Run 1, signal wires by layer:
Two of the layers only.
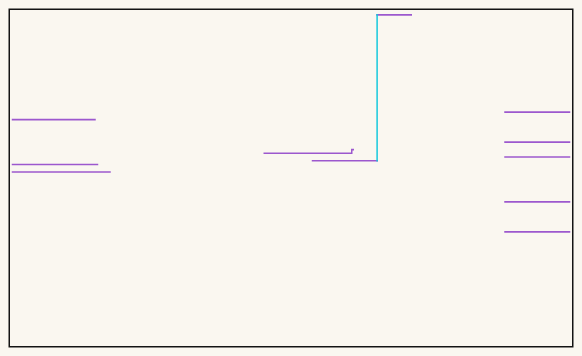
Run 1, supply network:
Pins as bars on the die edge.
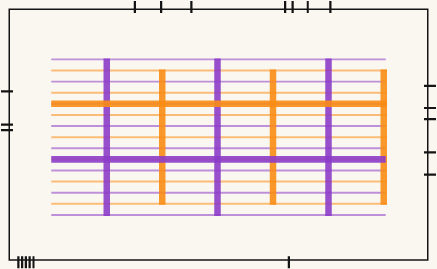
Run 1, clock distribution:
The bar under the picture is 20 um long.
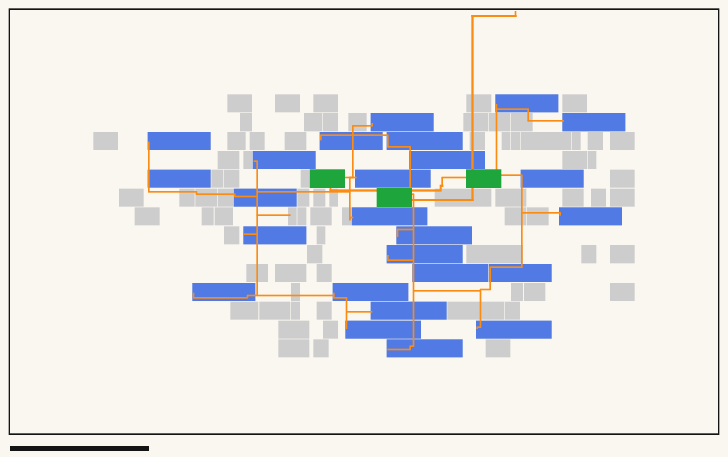
[src/rtl/tetris_key_cmd.sv]
`default_nettype none
// ============================================================================
// Module   : tetris_key_cmd
// Brief    : Serialises debounced key presses into a prioritised command FIFO.
//            Optional auto-repeat for LEFT/RIGHT/DOWN: TETRIS_AUTOREPEAT_EN.
// Revision : 1.0
// ============================================================================
module tetris_key_cmd #(
    parameter int DEPTH         = 4,
    parameter int DAS_DELAY     = 5000000,
    parameter int REPEAT_PERIOD = 1250000
) (
    input  logic                   clk,
    input  logic                   rst_n,
    input  logic [4:0]             key_pulse,
    input  logic [4:0]             key_held,
    output logic [2:0]             cmd,
    output logic                   cmd_valid,
    input  logic                   cmd_ready,
    output logic                   dropped,
    output logic [$clog2(DEPTH):0] fifo_count
);

    localparam int AW = $clog2(DEPTH);
    localparam int CW = AW + 1;

    localparam int K_LEFT   = 0;
    localparam int K_RIGHT  = 1;
    localparam int K_ROTATE = 2;
    localparam int K_DOWN   = 3;
    localparam int K_DROP   = 4;

    logic [4:0]    pending_q, pending_d;
    logic [4:0]    sel_hot;
    logic [4:0]    clr;
    logic [4:0]    tick;
    logic [2:0]    sel_cmd;
    logic          push;
    logic          pop;
    logic          dropped_q, dropped_d;
    logic [2:0]    mem_q [DEPTH];
    logic [AW-1:0] wr_ptr_q, rd_ptr_q;
    logic [CW-1:0] count_q, count_d;

    assign cmd_valid  = (count_q != '0);
    assign cmd        = cmd_valid ? mem_q[rd_ptr_q] : 3'd0;
    assign fifo_count = count_q;
    assign dropped    = dropped_q;
    assign pop        = cmd_valid && cmd_ready;

    // Fixed priority DROP > ROTATE > LEFT > RIGHT > DOWN; command code equals key index.
    always_comb begin
        sel_hot = '0;
        sel_cmd = 3'd0;
        if (pending_q[K_DROP]) begin
            sel_hot[K_DROP] = 1'b1;
            sel_cmd         = 3'(K_DROP);
        end else if (pending_q[K_ROTATE]) begin
            sel_hot[K_ROTATE] = 1'b1;
            sel_cmd           = 3'(K_ROTATE);
        end else if (pending_q[K_LEFT]) begin
            sel_hot[K_LEFT] = 1'b1;
            sel_cmd         = 3'(K_LEFT);
        end else if (pending_q[K_RIGHT]) begin
            sel_hot[K_RIGHT] = 1'b1;
            sel_cmd          = 3'(K_RIGHT);
        end else if (pending_q[K_DOWN]) begin
            sel_hot[K_DOWN] = 1'b1;
            sel_cmd         = 3'(K_DOWN);
        end
    end

    assign push = (|pending_q) && ((count_q < CW'(DEPTH)) || pop);
    assign clr  = push ? sel_hot : 5'd0;

    // Set wins over clear so an event arriving on the selection edge is kept.
    assign pending_d = (pending_q & ~clr) | key_pulse | tick;
    assign dropped_d = |(key_pulse & pending_q & ~clr);

    always_comb begin
        count_d = count_q;
        case ({push, pop})
            2'b10:   count_d = count_q + CW'(1);
            2'b01:   count_d = count_q - CW'(1);
            default: count_d = count_q;
        endcase
    end

    always_ff @(posedge clk or negedge rst_n) begin
        if (!rst_n) begin
            pending_q <= '0;
            dropped_q <= 1'b0;
            wr_ptr_q  <= '0;
            rd_ptr_q  <= '0;
            count_q   <= '0;
        end else begin
            pending_q <= pending_d;
            dropped_q <= dropped_d;
            count_q   <= count_d;
            if (push) wr_ptr_q <= wr_ptr_q + AW'(1);
            if (pop)  rd_ptr_q <= rd_ptr_q + AW'(1);
        end
    end

    always_ff @(posedge clk) begin
        if (push) mem_q[wr_ptr_q] <= sel_cmd;
    end

`ifdef TETRIS_AUTOREPEAT_EN
    typedef enum logic [1:0] {
        S_IDLE   = 2'd0,
        S_DELAY  = 2'd1,
        S_REPEAT = 2'd2
    } rep_state_e;

    localparam logic [23:0] C_DAS_LAST = 24'(DAS_DELAY - 1);
    localparam logic [23:0] C_REP_LAST = 24'(REPEAT_PERIOD - 1);

    logic unused_held;
    assign unused_held  = ^{key_held[K_ROTATE], key_held[K_DROP]};
    assign tick[K_ROTATE] = 1'b0;
    assign tick[K_DROP]   = 1'b0;

    for (genvar g = 0; g < 3; g++) begin : g_rep
        localparam int KEY = (g == 0) ? K_LEFT : (g == 1) ? K_RIGHT : K_DOWN;

        rep_state_e  state_q, state_d;
        logic [23:0] cnt_q, cnt_d;
        logic        rep_tick;

        always_ff @(posedge clk or negedge rst_n) begin
            if (!rst_n) begin
                state_q <= S_IDLE;
                cnt_q   <= '0;
            end else begin
                state_q <= state_d;
                cnt_q   <= cnt_d;
            end
        end

        always_comb begin
            state_d  = state_q;
            cnt_d    = cnt_q;
            rep_tick = 1'b0;
            if (key_pulse[KEY]) begin
                state_d = S_DELAY;
                cnt_d   = '0;
            end else begin
                case (state_q)
                    S_DELAY: begin
                        if (!key_held[KEY]) begin
                            state_d = S_IDLE;
                            cnt_d   = '0;
                        end else if (cnt_q == C_DAS_LAST) begin
                            rep_tick = 1'b1;
                            cnt_d    = '0;
                            state_d  = S_REPEAT;
                        end else begin
                            cnt_d = cnt_q + 24'd1;
                        end
                    end
                    S_REPEAT: begin
                        if (!key_held[KEY]) begin
                            state_d = S_IDLE;
                            cnt_d   = '0;
                        end else if (cnt_q == C_REP_LAST) begin
                            rep_tick = 1'b1;
                            cnt_d    = '0;
                        end else begin
                            cnt_d = cnt_q + 24'd1;
                        end
                    end
                    default: begin
                        state_d = S_IDLE;
                        cnt_d   = '0;
                    end
                endcase
            end
        end

        assign tick[KEY] = rep_tick;
    end
`else
    logic unused_cfg;
    assign unused_cfg = ^{key_held, 24'(DAS_DELAY), 24'(REPEAT_PERIOD)};
    assign tick       = '0;
`endif

endmodule
`default_nettype wire

[config.mk]
export PLATFORM = sky130hd
export DESIGN_NAME = tetris_key_cmd
export DESIGN_NICKNAME = d
export VERILOG_FILES = /design/src/rtl/tetris_key_cmd.sv
export SDC_FILE = /design/constraint.sdc
export NUM_CORES = 1
export LEC_CHECK = 0
export CORE_ASPECT_RATIO = 0.5
export CORE_MARGIN = 10
export CORE_UTILIZATION = 35
export CTS_BUF_LIST = sky130_fd_sc_hd__clkbuf_8
export CTS_CLUSTER_DIAMETER = 100
export DETAILED_ROUTE_END_ITERATION = 16
export SLEW_MARGIN = 0
export SYNTH_ARGS = -nofsm -noshare
export SYNTH_HDL_FRONTEND = slang
export SYNTH_SLANG_ARGS = --single-unit
export TNS_END_PERCENT = 1
[constraint.sdc]
create_clock -name clk -period 5.61 [get_ports clk]
set_clock_uncertainty 0.1 [all_clocks]
set_input_delay 1.122 -clock clk [delete_from_list [all_inputs] [get_ports clk]]
set_output_delay 1.122 -clock clk [all_outputs]
set_load 0.01 [all_outputs]
==> COMMIT_EDITMSG, run 1 <==
Record implementation results from latest flow run

- Result of the run: complete, no violations
* Setup tns final: 0 ps
- Sum of overflow across all layers after global routing: 0
- Per the finish-stage timing summary, setup violations number 0.
- Setup WS pre-CTS: 1960 ps
* Worst Tran Pin Value: 680 ps
* Largest area contributor in the synthesized netlist: edfxtp_1
- Post-detail-place hpwl: 1540 um
- The tool flagged a number of max-cap violations equal to 0.
- Leakage: 0.544 nW
* Nets: 124
- 21 I/O pins were placed.
* Via/cell ratio: 4.68
- Dominant non-sequential cell family after synthesis: simple AND/OR/NAND/NOR gates
- Clock root buffer: clkbuf_8
* Post-CTS setup-driven buffer insertion count: 0
- Routed vias: 674
- On the critical path the data arrives at 3440 ps.
- Maximum clock rate: 299 MHz
* Biggest area contributors in the synthesized netlist: edfxtp_1 (31%), dfrtp_1 (28%), mux4_2 (5.7%)
- Clock slew at reported path FFs: 90 ps
- Number of warning messages in the logs: 34
* Floorplan utilization: 0.378
- The number of antenna violations at the first check in global routing came to 0.
* Worst slew margin relative to its limit: 0.546
- DRC violation count after routing: 0
* Critical path fanouts, max: 10
- Pwr Total: 0.678 mW
- The area fraction of the largest cell type after synthesis is 0.305.
- Most instantiated logic cells after routing: clkdlybuf4s50_1 (15), dfrtp_1 (13), edfxtp_1 (12)
- Synth Net Count: 107
- The via count of the first global-routing pass was 690.
- Of the cells placed in the final design, the portion with a size suffix greater than 1 is 0.0769.
* Synth Area in Adders: 0.0700
- Detailed placement reports a standard cell area of 1360 um2.
- Required time of the critical path: 5710 ps
- Post-CTS Hold Fix Bufs: 0
- Routed WL: 2010 um
- Count of mapped cells out of synthesis: 88
* Post-synthesis cell type count: 31
* Yosys xor share: 0.0445
- Counting pins that exceed their max-slew limit in the final report gives 0.
## Picture notes: 'signal wires by layer'
layer	colour	wire length
metal 3	purple	141 um
metal 4	cyan	26.5 um

## Picture notes: 'supply network'
net	colour
VDD	orange
VSS	purple
signal pins	21
met1 rails	15
met4 straps	6
width of the die: 102 um
area of the core: 3120 um2
peak supply drop: 0.129 mV

## Picture notes: 'clock distribution'
[clock drivers] green | count: 3
[clock wires] orange | length: 317 um
[flip-flops] blue | count: 25
routed clock nets	4

-- run 1: state kept, by name, indices dropped and copies added (netlist names) --
name,count
dropped,1
fifo_count,3
mem_q,12
pending_q,5
rd_ptr_q,2
wr_ptr_q,2
-- run 1: cell families after synthesis --
kind of cell,count (synthesis)
xor+xnor,6
buf+inv,10
mux,5
compound gates,13
simple gates,23
fa+ha+maj,6
flops,25
-- run 1: worst paths after layout --
check	slack [ps]	from	cells past startpoint	end
min in group asynchronous	1130	rst_n	1	rd_ptr_q[1]$_DFFE_PN0P_
max in group asynchronous	3890	rst_n	1	wr_ptr_q[0]$_DFFE_PN0P_
setup reg to reg	3140	fifo_count[2]$_DFFE_PN0P_	9	fifo_count[2]$_DFFE_PN0P_
hold reg to reg	420	fifo_count[0]$_DFFE_PN0P_	1	fifo_count[0]$_DFFE_PN0P_
setup / recovery	2260	cmd_ready	10	fifo_count[2]$_DFFE_PN0P_
hold / removal	420	fifo_count[0]$_DFFE_PN0P_	1	fifo_count[0]$_DFFE_PN0P_
-- run 1: through the flow --
| stage | utilization | hold WS, ps | instances |
|---|---|---|---|
| finish | 0.450 | 423 | 144 |
| global placement | 0.436 | 407 | 140 |
| CTS | 0.450 | 421 | 144 |
| detailed placement | 0.436 | 409 | 140 |
| global route | 0.450 | 439 | 144 |
| floorplan | - | 406 | 88 |
-- run 1: critical path, cell delays in order --
cell	delay, ps
clkdlybuf4s50_1	450
nor2b_1	560
a21oi_2	160
inv_1	120
ha_1	190
inv_1	60
fa_1	370
xor2_1	150
nor2_1	110
xor2_1	140
-- run 1: Yosys cell counts --
cell type	n
a31oi_1	1
a22oi_1	1
nor3_1	1
a22o_1	1
edfxtp_1	12
and2_4	1
dfrtp_1	13
buf_6	1
mux2i_1	1
inv_1	7
nor2_1	5
a21oi_1	1
buf_2	2
o311ai_0	1
xnor2_1	3
a21o_1	1
and3_1	1
mux2_1	1
o2111ai_1	1
mux4_2	3
and2_1	7
nand2b_1	4
a21oi_2	1
or3_1	2
nor2b_1	1
o21ai_0	3
xor2_1	3
ha_1	5
nand3_1	1
fa_1	1
o31ai_1	2
-- run 1: final cells by class --
type	instances	area [um2]
flip-flops and latches	25	686
clock inverters	1	3.75
well taps	40	50.0
multi-input cells	53	447
repair buffers	15	150
fillers	288	1710
clock buffers	3	41.3
inverters	7	26.3
-- run 1: power by group --
group / total, mW / leakage (nW) / internal, mW / switching (mW)
registers: 0.304 / 0.250 / 0.259 / 0.0449
logic: 0.269 / 0.267 / 0.153 / 0.116
clock network: 0.105 / 0.0269 / 0.0490 / 0.0565
total: 0.678 / 0.544 / 0.461 / 0.217
-- run 1: layer usage --
metal	track usage	vias to the layer above	part of all wire
met5	0	-	0
met4	0.0239	0	0.013
met3	0.0268	2	0.070
met2	0.108	13	0.42
met1	0.0926	322	0.50
li1	-	337	-
Run 1, cell classes on the final placement:
The bar under the picture is 20 um long.
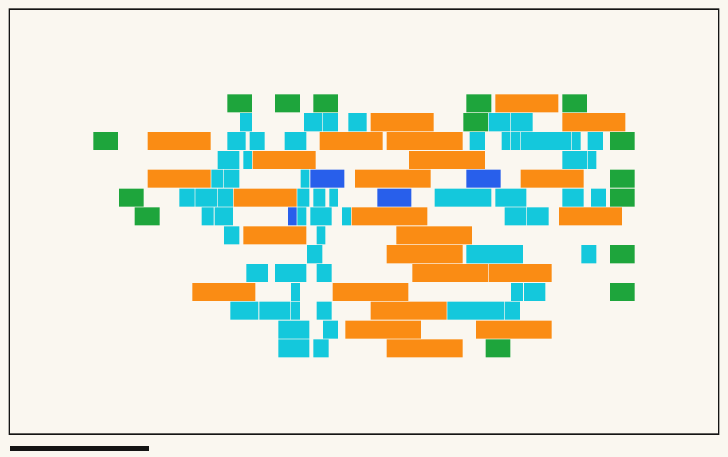

==> run 2, diff against run 1 <==
Clock period 5.61 ns to 2.95 ns, I/O delays scaled along.
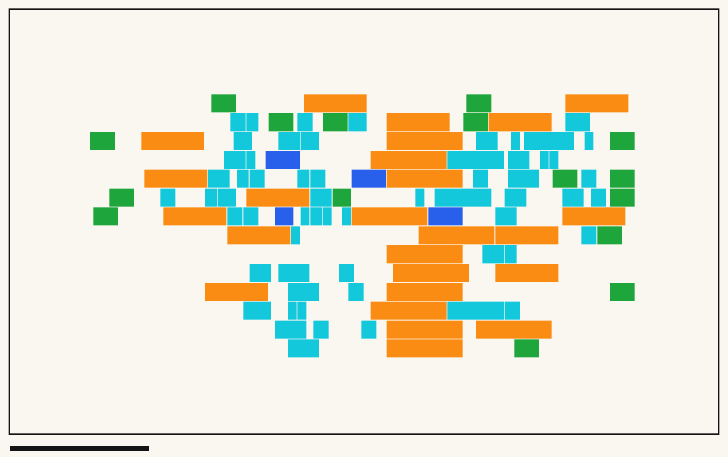
Run 2: cell classes on the final placement
The bar under the picture is 20 um long.
class	colour	cells
combinational and other logic	cyan	60
flops	orange	25
other buffers and delay cells	green	16
clock drivers and dummy loads	blue	4

==> COMMIT_EDITMSG, run 2 <==
Record implementation results from latest flow run

- Result of the run: complete, no violations (unchanged)
* Most used flip-flop cell after synthesis: dfrtp_1 (unchanged)
- The proportion of register bits with asynchronous set or reset after synthesis came to 0.520 (unchanged).
* Fraction of layout instances using a drive strength above 1: 0.0952 (was 0.0769)
* Critical Path Source: rd_ptr_q[0]$_DFFE_PN0P_ (was cmd_ready)
* Routed vias: 689 (was 674)
* Logic area: 447 um2 (unchanged)
- The number of cells traversed by the worst register-to-register path is 9 (unchanged).
- Count of maximum capacitance violations: 0 (unchanged)
- The worst flop-to-flop path startpoint is pending_q[4]$_DFF_PN0_ (was fifo_count[2]$_DFFE_PN0P_).
- Layout fillers: 293 (was 288)
- The number of placed I/O pins was 21 (unchanged).
- Clock root buffer: clkbuf_8 (unchanged)
* DRC violation count after routing: 0 (unchanged)
- The number of enable flip-flop cells came to 12 (unchanged).
- Number of flip-flops under the largest register name: 12 (unchanged)
* Required time of the critical path: 2260 ps (was 5710 ps)
- The number of antenna violations at the first check in global routing came to 0 (unchanged).
- Top-area cell type share of the netlist area: 0.305 (unchanged)
- Endpoint arrival time on the critical path: 1960 ps (was 3440 ps)
- The chip width came to 102 um (unchanged).
* Number of instances on the worst hold path: 1 (unchanged)
- The final-report max-slew violation count is 0 (unchanged).
- Hold_sp: fifo_count[0]$_DFFE_PN0P_ (unchanged)
- List of cells traversed by the critical path: mux4_2 > and2_1 > clkdlybuf4s50_1 (was clkdlybuf4s50_1 > nor2b_1 > a21oi_2 > inv_1 > ha_1 > inv_1 > fa_1 > xor2_1 > nor2_1 > xor2_1)
- The worst relative slew slack is 0.587 (was 0.546).
- The highest-delay cell along the critical path is mux4_2 (was nor2b_1).
- The overflow left after global routing was 0 (unchanged).
- Setup tns final: 0 ps (unchanged)
* Most frequent cell after synthesis: dfrtp_1 (unchanged)
- Per the timing report, the achievable frequency comes out to 377 MHz.
- Peak supply drop: 0.206 mV (was 0.129 mV)
* Most numerous cell types in the synthesized netlist: dfrtp_1 (13), edfxtp_1 (12), and2_1 (7), inv_1 (7) (unchanged)
* Area of the core: 3120 um2 (unchanged)
- Routed WL: 2100 um (was 2010 um)
* Worst Tran Pin Value: 617 ps (was 680 ps)
* Largest area contributor in the synthesized netlist: edfxtp_1 (unchanged)
* Critical path fanouts, max: 5 (was 10)
- Biggest area contributors in the synthesized netlist: edfxtp_1 (31%), dfrtp_1 (28%), mux4_2 (5.7%) (unchanged)
- The biggest cell delay along the critical path came to 550 ps (was 560 ps).
* Post-CTS Hold Fix Bufs: 0 (unchanged)
* Post-CTS setup-driven buffer insertion count: 0 (unchanged)
- Final hold slack: 420 ps (was 423 ps)
* Count of mapped cells out of synthesis: 88 (unchanged)
- Total area of sequential cells: 686 um2 (unchanged)
-- run 2: layout make-up --
class,instances,share of cell area
sequential,25,0.485
multi-input combinational,53,0.316
timing repair buffer,16,0.111
tap,40,0.0354
clock buffer,3,0.0292
inverter,7,0.0186
clock inverter,1,0.00531
-- run 2: cells by family (layout without fill, tap and decap cells) --
logic type      Yosys count  in the layout  share of synthesized area
compound gates           13             13                     0.0774
fa+ha+maj                 6              6                     0.0700
mux                       5              5                     0.0753
xor+xnor                  6              6                     0.0445
flops                    25             25                      0.581
simple gates             23             23                      0.111
buf+inv                  10             27                     0.0403
-- run 2: final timing paths --
kind,end,slack (ps)
worst max-delay path,cmd[0],300
worst min-delay path,fifo_count[0]$_DFFE_PN0P_,420
worst max register to register,fifo_count[2]$_DFFE_PN0P_,760
worst min register to register,fifo_count[0]$_DFFE_PN0P_,420
max in group asynchronous,wr_ptr_q[0]$_DFFE_PN0P_,1750
min in group asynchronous,fifo_count[0]$_DFFE_PN0P_,600
-- run 2: metal layers --
metal | share of wire | track usage | vias up
li1 | - | - | 342
met1 | 0.47 | 0.0919 | 330
met2 | 0.46 | 0.115 | 15
met3 | 0.066 | 0.0279 | 2
met4 | 0.010 | 0.0199 | 0
met5 | 0 | 0 | -
-- run 2: stage by stage --
| stage | instance area [um2] | worst slack [ps] | cells | power (mW) | utilization |
|---|---|---|---|---|---|
| floorplan | 1180 | 840 | 88 | 0.911 | - |
| global placement | 1370 | 249 | 141 | 1.11 | 0.438 |
| detailed placement | 1370 | 255 | 141 | 1.12 | 0.438 |
| CTS | 1420 | 269 | 145 | 1.33 | 0.454 |
| global route | 1420 | 206 | 145 | 1.41 | 0.454 |
| finish | 1420 | 299 | 145 | 1.30 | 0.454 |
-- run 2: worst max-delay path: cells and delay by family, from the launching register on --
family        cells  cell delay, ps
flops             1             500
buf+inv           1             470
simple gates      1             170
mux               1             550
-- run 2: where the power goes --
part           leakage, nW  internal (mW)  switching [mW]
combinational        0.272          0.297           0.224
clock               0.0217         0.0957           0.110
sequential           0.250          0.492          0.0855
No activity file was given, so power comes from the tool's default toggle rates.
